[config.mk]
export PLATFORM = sky130hd
export DESIGN_NAME = game_ctrl
export DESIGN_NICKNAME = d
export VERILOG_FILES = /design/src/rtl/game_ctrl.sv
export SDC_FILE = /design/constraint.sdc
export NUM_CORES = 1
export LEC_CHECK = 0
export CAP_MARGIN = 20
export CORE_ASPECT_RATIO = 0.6
export CORE_MARGIN = 2
export CORE_UTILIZATION = 56
export CTS_CLUSTER_SIZE = 30
export DETAILED_ROUTE_END_ITERATION = 10
export GPL_TIMING_DRIVEN = 0
export PLACE_DENSITY = 0.84
export SYNTH_ARGS = -nofsm -noshare
export SYNTH_HDL_FRONTEND = slang
export SYNTH_SLANG_ARGS = --single-unit
[constraint.sdc]
create_clock -name clk -period 4 [get_ports clk]
set_clock_uncertainty 0.1 [all_clocks]
set_input_delay 0.8 -clock clk [delete_from_list [all_inputs] [get_ports clk]]
set_output_delay 0.8 -clock clk [all_outputs]
set_load 0.02 [all_outputs]
[src/rtl/game_ctrl.sv]
// Game-flow controller for the crossy-road VGA game: sequences IDLE/ARM/PLAY/DYING/OVER,
// counts lanes crossed as score and raises the difficulty level fed to the scroll unit.
module game_ctrl #(
    parameter int LANE_H       = 64,
    parameter int LEVEL_STEP   = 8,
    parameter int MAX_LEVEL    = 200,
    parameter int DEATH_FRAMES = 60
) (
    input  logic        clk,
    input  logic        sys_rst,
    input  logic        start_btn,
    input  logic        collision,
    input  logic        frame_tick,
    input  logic [10:0] pos,
    output logic        halt,
    output logic [7:0]  speed_change,
    output logic        game_rst,
    output logic [9:0]  score,
    output logic [2:0]  state
);

    localparam int LSH = $clog2(LANE_H);
    localparam int LW  = 11 - LSH;
    localparam int LCW = $clog2(LEVEL_STEP + 1);
    localparam int DCW = $clog2(DEATH_FRAMES + 1);

    localparam logic [LCW-1:0] LANE_STEP_C = LCW'(LEVEL_STEP);
    localparam logic [DCW-1:0] DEATH_LAST_C = DCW'(DEATH_FRAMES - 1);
    localparam logic [7:0]     MAX_LVL_C   = 8'(MAX_LEVEL);

    typedef enum logic [2:0] {
        S_IDLE  = 3'd0,
        S_ARM   = 3'd1,
        S_PLAY  = 3'd2,
        S_DYING = 3'd3,
        S_OVER  = 3'd4
    } state_e;

    state_e         state_q, state_d;
    logic           halt_q, halt_d;
    logic [7:0]     speed_q, speed_d;
    logic           game_rst_q, game_rst_d;
    logic [9:0]     score_q, score_d;
    logic [LW-1:0]  last_lane_q, last_lane_d;
    logic [LCW-1:0] lane_cnt_q, lane_cnt_d;
    logic [DCW-1:0] death_cnt_q, death_cnt_d;
    logic           start_q;
    logic           armed_q;

    logic           start_edge_s;
    logic [LW-1:0]  cur_lane_s;
    logic [LW-1:0]  next_lane_s;
    logic [LCW-1:0] lane_cnt_inc_s;

    function automatic logic [9:0] sat_inc_score(input logic [9:0] s);
        return (s == 10'd1023) ? s : s + 10'd1;
    endfunction

    function automatic logic [7:0] sat_inc_level(input logic [7:0] l);
        return (l >= MAX_LVL_C) ? l : l + 8'd1;
    endfunction

    // armed_q masks the first cycle after reset so a button held through reset gives no edge
    assign start_edge_s   = start_btn & ~start_q & armed_q;
    assign cur_lane_s     = LW'(pos >> LSH);
    assign next_lane_s    = last_lane_q + LW'(1);
    assign lane_cnt_inc_s = lane_cnt_q + LCW'(1);

    // Next-state and datapath update for the game-flow FSM
    always_comb begin
        state_d     = state_q;
        speed_d     = speed_q;
        game_rst_d  = 1'b0;
        score_d     = score_q;
        last_lane_d = last_lane_q;
        lane_cnt_d  = lane_cnt_q;
        death_cnt_d = death_cnt_q;
        case (state_q)
            S_IDLE, S_OVER: begin
                if (start_edge_s) begin
                    state_d    = S_ARM;
                    game_rst_d = 1'b1;
                    score_d    = 10'd0;
                    speed_d    = 8'd0;
                    lane_cnt_d = '0;
                end else begin
                    state_d = state_q;
                end
            end
            S_ARM: begin
                last_lane_d = cur_lane_s;
                state_d     = S_PLAY;
            end
            S_PLAY: begin
                if (collision) begin
                    state_d     = S_DYING;
                    death_cnt_d = '0;
                end else if (cur_lane_s == next_lane_s) begin
                    score_d     = sat_inc_score(score_q);
                    last_lane_d = cur_lane_s;
                    if (lane_cnt_inc_s == LANE_STEP_C) begin
                        lane_cnt_d = '0;
                        speed_d    = sat_inc_level(speed_q);
                    end else begin
                        lane_cnt_d = lane_cnt_inc_s;
                    end
                end else if (cur_lane_s != last_lane_q) begin
                    last_lane_d = cur_lane_s;
                end else begin
                    last_lane_d = last_lane_q;
                end
            end
            S_DYING: begin
                if (frame_tick) begin
                    if (death_cnt_q == DEATH_LAST_C) begin
                        death_cnt_d = '0;
                        state_d     = S_OVER;
                    end else begin
                        death_cnt_d = death_cnt_q + DCW'(1);
                    end
                end else begin
                    death_cnt_d = death_cnt_q;
                end
            end
            default: begin
                state_d = S_IDLE;
            end
        endcase
        halt_d = (state_d != S_PLAY);
    end

    // State and registered-output update
    always_ff @(posedge clk or negedge sys_rst) begin
        if (!sys_rst) begin
            state_q     <= S_IDLE;
            halt_q      <= 1'b1;
            speed_q     <= 8'd0;
            game_rst_q  <= 1'b0;
            score_q     <= 10'd0;
            last_lane_q <= '0;
            lane_cnt_q  <= '0;
            death_cnt_q <= '0;
            start_q     <= 1'b0;
            armed_q     <= 1'b0;
        end else begin
            state_q     <= state_d;
            halt_q      <= halt_d;
            speed_q     <= speed_d;
            game_rst_q  <= game_rst_d;
            score_q     <= score_d;
            last_lane_q <= last_lane_d;
            lane_cnt_q  <= lane_cnt_d;
            death_cnt_q <= death_cnt_d;
            start_q     <= start_btn;
            armed_q     <= 1'b1;
        end
    end

    assign halt         = halt_q;
    assign speed_change = speed_q;
    assign game_rst     = game_rst_q;
    assign score        = score_q;
    assign state        = state_q;

endmodule

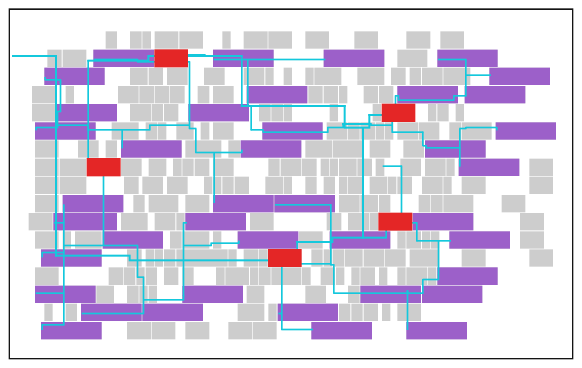
*Routed clock nets over the placement*
flip-flops: shown in purple, count 40. clock wires: shown in cyan, length 573 um. clock drivers: shown in red, count 5.
There are 6 routed clock nets. Position of the flops: widely spread.

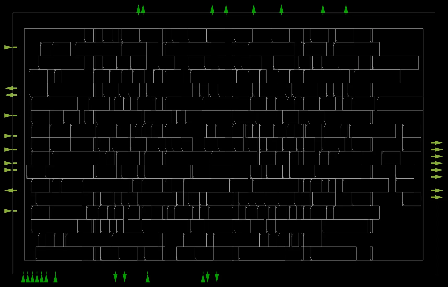
*Placement view*
final design utilization: 71.1%
tally of filler cells in the layout: 298
Floorplan Core Area: 3680 um^2
number of tap cells inserted: 47

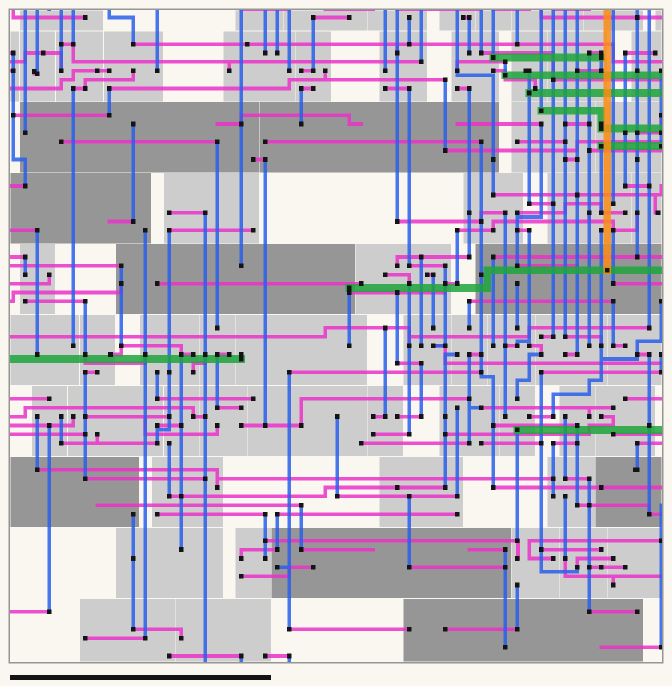
*Layout detail*
Bar = 10 um. Window x 30 to 55, y 3 to 28 um. Cells in grey, sequential cells in the stronger grey; small squares are vias.
metal 1: shown in magenta. metal 4: shown in orange. metal 2: shown in blue. metal 3: shown in green.
Netlist names of flops here include death_cnt_q (3), speed_change (3). Sequential cells in the window: 8. 54 logic cells have their middle in the window. Most frequent: dfrtp_1 (8), nand2_1 (7), nor2_1 (5).

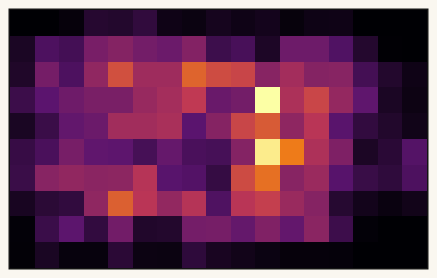
*Signal metal coverage by tile*
17 x 10 tiles, from black (low) to pale yellow (high), scaled to the fullest tile. Values are wire area over tile area, all layers added.
8.8% of the tiles are over half the peak. The emptiest ninth of the die: south-east. The mean over all tiles is 0.17.

==> notes.md <==
Implementation progress

After synthesis, the largest family of logic cells by area is simple AND/OR/NAND/NOR gates. According to the floorplan report, the die height is 52.1 um. The average routed wire per standard cell stands at 15.7 um. The length of the first detailed-routing pass in iterations stands at 6.

The flow measured a signed area growth from synthesis to layout of 21.1%. Post-synth the commonest register cell is dfrtp_1. The largest net degree at the start of global routing stands at 41. The biggest cell delay along the critical path stands at 600 ps. The DRC violation total left in the routed layout is recorded as 0. For reference, simple AND, OR, NAND and NOR cells occupy 23.2% of the area reported after synthesis. In the final layout, the multi-input gates occupy 1100 um^2. For this block, the routed nets add up to 4.74 mm of wire. The initial antenna violation count stands at 0.

The chip area stands at 4390 um^2. After layout, the buffer instance count without clock buffers stands at 35. The combinational power stands at approximately 210 uW.

The report puts the cell count of the worst reg-to-reg path at 8. The worst-case setup margin in the final layout stands at 908 ps. Timing would allow up to 323 MHz. The count of synthesis-stage warnings from yosys stands at 0.

The critical path crosses 9 cells after its start point. The worst-case hold slack stands at 436 ps. The share of cells above drive strength 1 stands at 8.59%. Port buffering added 32 buffers. According to the finish report, the design has a final net count of 278. The flip-flop and latch count after synthesis stands at 40. The flip-flop count of the largest register, all copies and words added stands at 10. The power report attributes to the clock group a share of between 20% and 30%.

Measured on the final layout, buffering overhead outside the clock network stands at 12.8%. The group that draws the most power in this run is sequential cells. After routing the design area is 2620 um^2. Global routing consumed, on the met1 layer, 35.0% of the routing resources. In this run the worst setup path terminates at score[3]$_DFFE_PN0P_.

In the synthesized netlist, the cells that appear most often are dfrtp_1, nor2_1, nand2_1. The layout report lists the combined flip-flop and latch area as 1000 um^2. In this run the most used layer during global routing was met1. The flow reports that sequential cells draw just over 50% of the design power. Tracing the worst setup path back leads to its startpoint at start_btn. The worst setup path is of the primary input to flip-flop kind. The complex-gate fraction of the synthesized area stands at 11.9%. For this run the top cell type by instance count after synthesis was dfrtp_1. STA classifies the critical path endpoint as a flip-flop. Routability-driven placement finished with a final weighted congestion of 0.818. The area fraction of the dominant cell type after synthesis stands at about 45%. The chip area line of the yosys report stands at 2160 um^2. After synthesis, the mean cell area works out to 10.0 um^2.

Hold analysis shows the worst path with a depth of 1. The count of cells resized by post-cts repair stands at 0. The synthesized design contains 0 enable-type register cells. The synthesized netlist contains approximately 47 unique library cells. The power of the clock network stands at 268 uW. The run finished with clean final reports. In this run the critical path is formed by clkdlybuf4s50_1, nand3b_1, nand2b_1, inv_1, a311oi_2, nor2_1, clkbuf_1, and4_1, nor3_1.

Per the final report, the share of cell area in clock cells is under 10%. The worst setup slack before clock tree synthesis stands at 570 ps. The number of cells produced by synthesis stands at between 200 and 250.

The sum of net half-perimeters after detailed placement stands at between 3 and 4 mm. Among all cell classes, the greatest summed area belongs to multi-input combinational cells. The clock sink count stands at 40. STA lists the startpoint of the worst register-to-register path as state[0]$_DFF_PN0_.

The fraction of area in registers stands at 38.3%. The logic share of the area stands at 42.1%. For reference, the clock transition at the flip-flops on the worst setup and hold paths is 80 ps. The standard cell area after detailed placement stands at 2530 um^2. The internal power of the cells totals 671 uW. The proportion of synthesized chip area in sequential cells stands at 46.4%. Summing all multiplexer cells gives an area fraction of about 6.0%. For this design, the slowest cell found on the critical path is a311oi_2. The clock latency on the worst-skew pair stands at approximately 300 ps. The most common logic cell in the final layout is dfrtp_1.

The die outline width stands at between 80 and 90 um. The remaining antenna violation count after routing stands at 0. The worst hold path terminates at last_lane_q[4]$_DFFE_PN0P_. The number of multi-input combinational cells in the layout is around 160.

At the worst endpoint, the required time is 4130 ps. The buffer-and-inverter tally for the worst setup path stands at 3. The largest buffer count on any clock path stands at 2.

The transition time recorded at the tightest slew-check pin is 880 ps. The antenna cell count stands at 0. The core utilization before placement stands at 58.7%. The via total after detailed routing stands at 1,816.

The OpenROAD report gives the critical path a data arrival time of 3220 ps. Counting flops with an async set or reset pin after synthesis yields a share of 100%. After the first detailed-routing iteration, the DRC count stood at 147.

Synthesis produced a netlist with a net count of ~240. The amount of wire on met3 after detailed routing stands at 286 um. The CTS report gives the tree buffer count as 5. The H-tree level count stands at 2.
Power is estimated from default activity; no workload was simulated.
